==> src/rtl/ball_trajectory_ctrl_if.sv <==
// Shot/render bus between the shot-input logic, ball_trajectory_ctrl and pixel_Gen.
// master = requester side (drives pixel counters and launch), slave = controller.
interface ball_trajectory_ctrl_if;
    logic               p_tick;
    logic [9:0]         pixel_x;
    logic [9:0]         pixel_y;
    logic               launch;
    logic               clear;
    logic signed [9:0]  vx0;
    logic signed [9:0]  vy0;
    logic [9:0]         ball_x;
    logic [9:0]         ball_y;
    logic               busy;
    logic               done;

    modport master (
        output p_tick, pixel_x, pixel_y, launch, clear, vx0, vy0,
        input  ball_x, ball_y, busy, done
    );

    modport slave (
        input  p_tick, pixel_x, pixel_y, launch, clear, vx0, vy0,
        output ball_x, ball_y, busy, done
    );
endinterface

==> src/rtl/ball_trajectory_ctrl.sv <==
// Frame-synchronous projectile sequencer for the pixel_Gen ball position (Q12.4 state).
// Optional feature: define BALL_BOUNCE_EN to rebound off the floor instead of landing.
module ball_trajectory_ctrl #(
    parameter int START_X = 10,
    parameter int START_Y = 300,
    parameter int FLOOR_Y = 440,
    parameter int GRAVITY = 4
) (
    input  logic                  CLK25MHZ,
    input  logic                  reset,
    ball_trajectory_ctrl_if.slave bus
);

    localparam logic [1:0] S_IDLE   = 2'd0;
    localparam logic [1:0] S_ARMED  = 2'd1;
    localparam logic [1:0] S_FLIGHT = 2'd2;
    localparam logic [1:0] S_LANDED = 2'd3;

    localparam logic signed [15:0] X0      = 16'(START_X * 16);
    localparam logic signed [15:0] Y0      = 16'(START_Y * 16);
    localparam logic signed [15:0] FLOOR_P = 16'(FLOOR_Y * 16);
    localparam logic signed [15:0] XMAX_P  = 16'(639 * 16);

    logic [1:0]         state_q, state_d;
    logic signed [15:0] px_q, px_d, py_q, py_d;
    logic signed [11:0] vx_q, vx_d, vy_q, vy_d;
    logic               done_q, done_d;

    logic               frame_tick;
    logic signed [15:0] px_n, py_n;
    logic signed [11:0] vy_n;
    logic               y_hit, x_lo, x_hi, land;

    function automatic logic signed [11:0] sat_gravity(input logic signed [11:0] v);
        logic signed [12:0] s;
        s = 13'(v) + 13'(GRAVITY);
        if (s > 13'sd2047)
            return 12'sd2047;
        else if (s < -13'sd2048)
            return -12'sd2048;
        else
            return s[11:0];
    endfunction

    assign frame_tick = bus.p_tick && (bus.pixel_x == 10'd639) && (bus.pixel_y == 10'd479);

    assign px_n  = px_q + 16'(vx_q);
    assign py_n  = py_q + 16'(vy_q);
    assign vy_n  = sat_gravity(vy_q);
    assign y_hit = (py_n >= FLOOR_P);
    assign x_lo  = (px_n < 16'sd0);
    assign x_hi  = (px_n > XMAX_P);

`ifdef BALL_BOUNCE_EN
    logic signed [11:0] vy_half;
    logic               bounce_dead;
    assign vy_half     = vy_q >>> 1;
    assign bounce_dead = (vy_half > -12'sd16) && (vy_half < 12'sd16);
`endif

    always_comb begin
        state_d = state_q;
        px_d    = px_q;
        py_d    = py_q;
        vx_d    = vx_q;
        vy_d    = vy_q;
        done_d  = 1'b0;
        land    = 1'b0;

        case (state_q)
            S_IDLE: begin
                px_d = X0;
                py_d = Y0;
                if (bus.launch) begin
                    vx_d    = 12'(bus.vx0);
                    vy_d    = 12'(bus.vy0);
                    state_d = S_ARMED;
                end
            end
            S_ARMED, S_FLIGHT: begin
                if (frame_tick) begin
                    px_d    = px_n;
                    py_d    = py_n;
                    vy_d    = vy_n;
                    state_d = S_FLIGHT;
                    if (y_hit) begin
                        py_d = FLOOR_P;
`ifdef BALL_BOUNCE_EN
                        // Rebound with half the impact speed until it is too slow to bounce.
                        vy_d = -vy_half;
                        land = bounce_dead;
`else
                        land = 1'b1;
`endif
                    end
                    if (x_lo) begin
                        px_d = 16'sd0;
                        land = 1'b1;
                    end else if (x_hi) begin
                        px_d = XMAX_P;
                        land = 1'b1;
                    end
                    if (land) begin
                        state_d = S_LANDED;
                        done_d  = 1'b1;
                    end
                end
            end
            S_LANDED: begin
                if (bus.launch) begin
                    px_d    = X0;
                    py_d    = Y0;
                    vx_d    = 12'(bus.vx0);
                    vy_d    = 12'(bus.vy0);
                    state_d = S_ARMED;
                end
            end
            default: state_d = S_IDLE;
        endcase

        // clear overrides any launch or frame update in the same cycle
        if (bus.clear) begin
            state_d = S_IDLE;
            px_d    = X0;
            py_d    = Y0;
            vx_d    = 12'sd0;
            vy_d    = 12'sd0;
            done_d  = 1'b0;
        end
    end

    always_ff @(posedge CLK25MHZ or posedge reset) begin
        if (reset) begin
            state_q <= S_IDLE;
            px_q    <= X0;
            py_q    <= Y0;
            vx_q    <= 12'sd0;
            vy_q    <= 12'sd0;
            done_q  <= 1'b0;
        end else begin
            state_q <= state_d;
            px_q    <= px_d;
            py_q    <= py_d;
            vx_q    <= vx_d;
            vy_q    <= vy_d;
            done_q  <= done_d;
        end
    end

    assign bus.ball_x = px_q[13:4];
    assign bus.ball_y = py_q[13:4];
    assign bus.busy   = (state_q == S_ARMED) || (state_q == S_FLIGHT);
    assign bus.done   = done_q;

endmodule

==> src/flat_wrapper.sv <==
// flat-port wrapper written by rule: the top's interface ports become plain ports
module ball_trajectory_ctrl_flat 
#(
    parameter int START_X = 10,
    parameter int START_Y = 300,
    parameter int FLOOR_Y = 440,
    parameter int GRAVITY = 4
)
  (CLK25MHZ, reset, bus_p_tick, bus_pixel_x, bus_pixel_y, bus_launch, bus_clear, bus_vx0, bus_vy0, bus_ball_x, bus_ball_y, bus_busy, bus_done);
  ball_trajectory_ctrl_if bus_i ();
  input  logic CLK25MHZ;
  input  logic reset;
  input wire logic [$bits(bus_i.p_tick)-1:0] bus_p_tick;
  input wire logic [$bits(bus_i.pixel_x)-1:0] bus_pixel_x;
  input wire logic [$bits(bus_i.pixel_y)-1:0] bus_pixel_y;
  input wire logic [$bits(bus_i.launch)-1:0] bus_launch;
  input wire logic [$bits(bus_i.clear)-1:0] bus_clear;
  input wire logic [$bits(bus_i.vx0)-1:0] bus_vx0;
  input wire logic [$bits(bus_i.vy0)-1:0] bus_vy0;
  output wire logic [$bits(bus_i.ball_x)-1:0] bus_ball_x;
  output wire logic [$bits(bus_i.ball_y)-1:0] bus_ball_y;
  output wire logic [$bits(bus_i.busy)-1:0] bus_busy;
  output wire logic [$bits(bus_i.done)-1:0] bus_done;
  assign bus_i.p_tick = bus_p_tick;
  assign bus_i.pixel_x = bus_pixel_x;
  assign bus_i.pixel_y = bus_pixel_y;
  assign bus_i.launch = bus_launch;
  assign bus_i.clear = bus_clear;
  assign bus_i.vx0 = bus_vx0;
  assign bus_i.vy0 = bus_vy0;
  assign bus_ball_x = bus_i.ball_x;
  assign bus_ball_y = bus_i.ball_y;
  assign bus_busy = bus_i.busy;
  assign bus_done = bus_i.done;
  ball_trajectory_ctrl #(.START_X(START_X), .START_Y(START_Y), .FLOOR_Y(FLOOR_Y), .GRAVITY(GRAVITY)) u_core (.CLK25MHZ(CLK25MHZ), .reset(reset), .bus(bus_i));
endmodule
==> config.mk <==
export PLATFORM = sky130hd
export DESIGN_NAME = ball_trajectory_ctrl_flat
export DESIGN_NICKNAME = d
export VERILOG_FILES = /design/src/rtl/ball_trajectory_ctrl_if.sv /design/src/rtl/ball_trajectory_ctrl.sv /design/src/flat_wrapper.sv
export SDC_FILE = /design/constraint.sdc
export NUM_CORES = 1
export LEC_CHECK = 0
export CORE_MARGIN = 3
export CORE_UTILIZATION = 55
export DETAILED_ROUTE_END_ITERATION = 8
export PLACE_DENSITY = 0.88
export SLEW_MARGIN = 25
export SYNTH_ARGS = -nofsm -noshare
export SYNTH_HDL_FRONTEND = slang
export SYNTH_SLANG_ARGS = --single-unit
==> constraint.sdc <==
create_clock -name CLK25MHZ -period 4.6 [get_ports CLK25MHZ]
set_clock_uncertainty 0.2 [all_clocks]
set_input_delay 0.46 -clock CLK25MHZ [delete_from_list [all_inputs] [get_ports CLK25MHZ]]
set_output_delay 0.46 -clock CLK25MHZ [all_outputs]
set_load 0.005 [all_outputs]
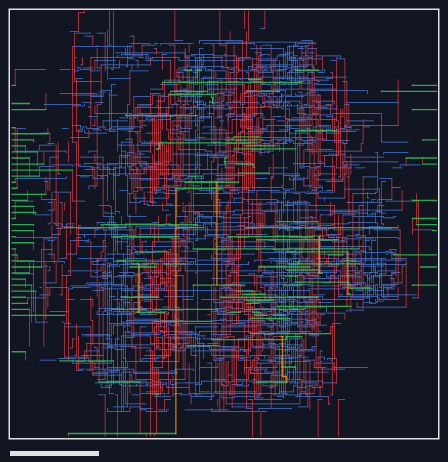
wires.png
Scale bar: 20 um.
legend:
  green:
    layer: metal 3
    wire_length: 959 um
  blue:
    layer: metal 1
    wire_length: 4780 um
  red:
    layer: metal 2
    wire_length: 5170 um
  orange:
    layer: metal 4
    wire_length: 118 um
Detailed Route WL: 11000 um
average wire per standard cell: 16.8 um
via count of the routed design: 4139
global-route usage over all layers: 24.9%

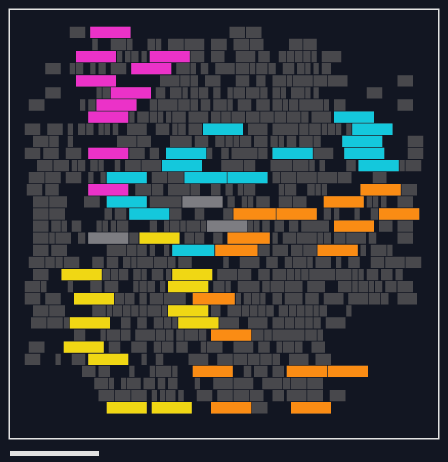
flops_by_reg.png
Scale bar: 20 um. Other sequential cells in the stronger grey, the rest of the logic in the fainter grey.
legend:
  cyan:
    netlist_name: u_core.px_q
    flops: 15
  orange:
    netlist_name: u_core.py_q
    flops: 16
  magenta:
    netlist_name: u_core.vx_q
    flops: 10
    where: upper left
  yellow:
    netlist_name: u_core.vy_q
    flops: 12
not coloured: 3
fraction of area in registers: 27.3%
Final Core Density: 66.1%
area used by sequential logic in the layout: 1410 sq um
power in sequential cells: 581 uW

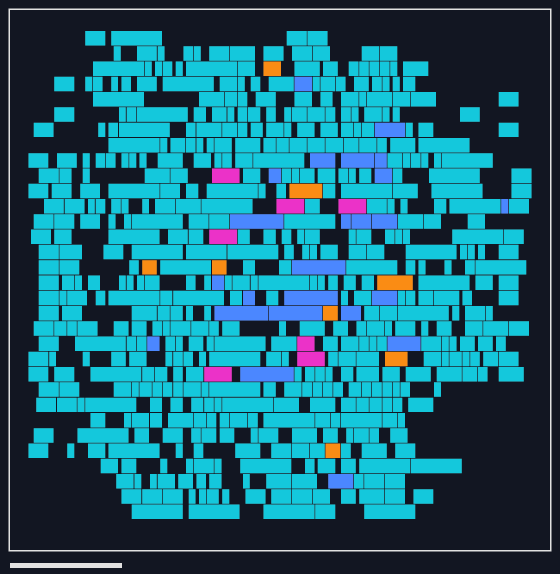
sizes.png
Scale bar: 20 um.
legend:
  orange:
    size: _3 and _4 cells
    cells: 8
    share: 1.4%
  blue:
    size: _2 cells
    cells: 24
    share: 4.3%
  magenta:
    size: _6 and larger
    cells: 7
    share: 1.3%
  cyan:
    size: _0 and _1 cells
    cells: 514
    share: 93%
setup slack after layout: 1270 ps
area growth from synthesis to layout: 15.4%
final non-filler cell area: 5160 sq um

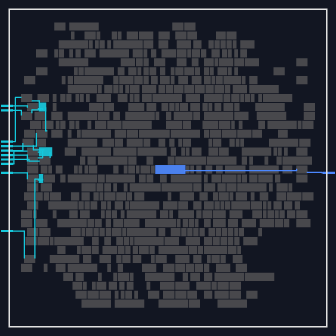
io_fan.png
legend:
  blue:
    port: bus_done
    direction: output
    end_cells: 1
    buffers: 1
    wire: 40.6 um
  cyan:
    port: bus_pixel_x
    direction: input
    end_cells: 3
    buffers: 10
    wire: 142 um
IO Count: 67
number of port buffers: 66

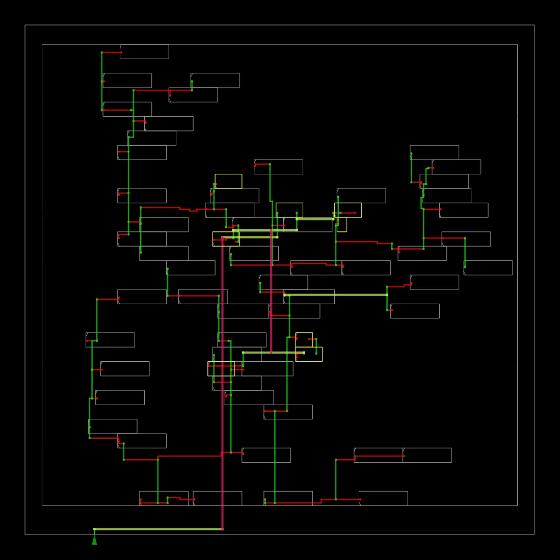
clocks.png
clock tree sinks: 56
total clock network power: 293 uW

==> impl_summary.log <==
[report] extracting results
INFO  metric run_status = finished, final reports clean
INFO  metric estimated_wirelength_of_the_detail_placed_design = 8510 um
INFO  metric post_synth_main_area_contributors = sky130_fd_sc_hd__dfrtp_1 28%, sky130_fd_sc_hd__ha_1 9.2%, sky130_fd_sc_hd__nand2_1 5.0%
INFO  metric drt-initial-drc-count = 237
INFO  metric worstHoldPathType = in -> async
INFO  metric slew_headroom = 53.8%
INFO  metric timing.critical_path.to = u_core.px_q[12]
INFO  metric share_of_total_power_in_the_clock_network = 21.0%
INFO  metric finalSetupViolCount = 0
INFO  metric cellLeakagePower = 2.23 nW
INFO  metric grt_pass1_vias = 3876
INFO  metric final.fill_count = 627
INFO  metric postCtsSetupBuffers = 0
INFO  metric r2r-start = u_core.vx_q[10]
INFO  metric die_width = 96.1 um
INFO  metric multiInputGateArea = 2790 sq um
INFO  metric nets = 632
INFO  metric grt_setup_unrepaired = no
INFO  metric inverters_excl_clock = 12
INFO  metric drt_pre_antenna_iters = 6
INFO  metric critPathLaunchType = flop
INFO  metric seq_area_frac_synth = 31.5%
INFO  metric place.detailed.instances = 647
INFO  metric fraction_of_area_in_clock_buffers_and_inverters = 1.87%
INFO  metric floorplan_row_count = 32
INFO  metric syn-mean-instance-area = 8.75 sq um
INFO  metric finalSetupTns = 0 ps
INFO  metric rrSetupSlack = 1270 ps
INFO  metric placement.setup.worst_slack = 1360 ps
INFO  metric worstPathBufferInverterCount = 0
INFO  metric coreArea = 7810 sq um
INFO  metric final_clock_period_utilization_by_the_worst_path = 72.4%
INFO  metric chip_area = 9240 sq um
INFO  metric global_route_wire_length_before_repair = 18400 um
INFO  metric total_number_of_warnings_across_the_stage_logs = 27
INFO  metric cp_max_fo = 11
INFO  metric worst_ir_drop_vdd = 0.138 mV
INFO  metric cts_made_buffers = 5
INFO  metric p_seq_share = 41.6%
INFO  metric multiInputCombCellCount = 407
INFO  metric tritoncts = done
INFO  metric mostFrequentLayoutCells = 66 x sky130_fd_sc_hd__clkdlybuf4s50_1, 59 x sky130_fd_sc_hd__nand2_1, 50 x sky130_fd_sc_hd__dfrtp_1
INFO  metric synth.yosys.num_cells = 511
INFO  metric hold_ws = 220 ps
INFO  metric synth_flops = 56
INFO  metric initial_core_util = 57.2%
INFO  metric power_density_cells = 270 nW/um^2
INFO  metric clock.fmax = 300 MHz
INFO  metric syn-cell-area = 4470 sq um
INFO  metric post_cts_resize_count = 0
INFO  metric initial_antenna_violation_count = 0
INFO  metric clock-root-buffer = sky130_fd_sc_hd__clkbuf_8
INFO  metric n_tap_cell = 102
INFO  metric synth.yosys.warnings = 0
INFO  metric cap_viol_max_count = 0
INFO  metric max_slew.worst_pin.slew = 693 ps
INFO  metric power_switching = 523 uW
INFO  metric flops = 56
INFO  metric hold_viol = 0
INFO  metric timing.critical_path.to_type = flop
INFO  metric total_power = 1.39 mW
INFO  metric gr_ovfl_total = 0
INFO  metric buf_share = 13.4%
INFO  metric synth_largest_type_area_fraction = 28.0%
INFO  metric critPathSlowestCell = sky130_fd_sc_hd__dfrtp_1
INFO  metric finalMaxSlewViolations = 0
INFO  metric synth-main-ff-cell = sky130_fd_sc_hd__dfrtp_1
INFO  metric post_synth_inst_count = 511
INFO  metric comb-cell-share = 54.1%
INFO  metric ordered_cell_list_for_the_critical_path = ha_1 -> nand3_1 -> nor2_1 -> a2111oi_0 -> o2bb2ai_2 -> and4b_1 -> nor3_2 -> nand2_1 -> o31ai_1
INFO  metric globalplace.congestion = 0.971
INFO  metric clk_latency = 310 ps
INFO  metric end_of_the_worst_register_to_register_path = u_core.px_q[12]
INFO  metric layout-drive-gt1-share = 7.05%
INFO  metric dieHeight = 96.1 um
INFO  metric mostFrequentLayoutCell = sky130_fd_sc_hd__clkdlybuf4s50_1
INFO  metric layout_min_cycle_time = 3330 ps
INFO  metric syn_nets = 591
INFO  metric timing.reg2reg.worst_path_depth = 9
INFO  metric critPathLaunch = u_core.vx_q[10]
INFO  metric grt_start_max_net_pins = 42
INFO  metric critical_path_arrival = 3350 ps
INFO  metric edf_count = 0
INFO  metric nonclk_buf_count = 70
INFO  metric largest_cell_class = logic gates
INFO  metric critical_path_required = 4620 ps
INFO  metric cts_max_level = 2
-- cell families after synthesis --
kind of cell             share of synthesized area [%]
AND-OR/OR-AND                                     28.5
AND/OR/NAND/NOR                                   18.5
flip-flops                                        31.5
buffers and inverters                             6.08
adder cells (fa/ha/maj)                           10.1
XOR/XNOR                                          5.26
-- power groups by stage --
stage	clock network [mW]	logic, mW	registers (mW)
3_5_place_dp	0	0.510	0.587
2_1_floorplan	0	0.390	0.568
5_1_grt	0.314	0.573	0.585
6_report	0.293	0.521	0.581
3_3_place_gp	0	0.489	0.584
4_1_cts	0.296	0.513	0.578
-- layer usage --
| layer | share of wire, % | vias up | global-route usage, % | routed length, um |
|---|---|---|---|---|
| met5 | 0 | - | 0 | 0 |
| met4 | 1.1 | 0 | 6.40 | 117 |
| met3 | 8.7 | 12 | 4.22 | 958 |
| met2 | 47 | 205 | 40.0 | 5170 |
| met1 | 43 | 1934 | 34.8 | 4780 |
| li1 | - | 1988 | - | - |
-- sequential cells by signal, summed over array words and instances, names as in the netlist --
signal and cells:
u_core.bus.done 1, u_core.vx_q 10, u_core.vy_q 12, u_core.py_q 16, u_core.px_q 15, u_core.state_q 2
-- Yosys cell counts (all sizes together) (4+ instances only) --
cell / count
xor2: 10
dfrtp: 50
nand3: 6
buf: 26
o21ai: 40
o22ai: 6
a21o: 10
a32o: 11
ha: 33
a2111oi: 4
a21oi: 35
nor3: 10
dfstp: 6
nand4: 4
clkbuf: 10
a211oi: 9
a31oi: 8
and3: 8
o21a: 11
nand2: 59
o211ai: 5
inv: 12
nor2b: 5
o31ai: 7
xnor2: 16
a221oi: 4
nor2: 43
or2: 5
or3: 6
and2: 4
Power figures rest on the tool's default switching activity, not on a simulated workload.
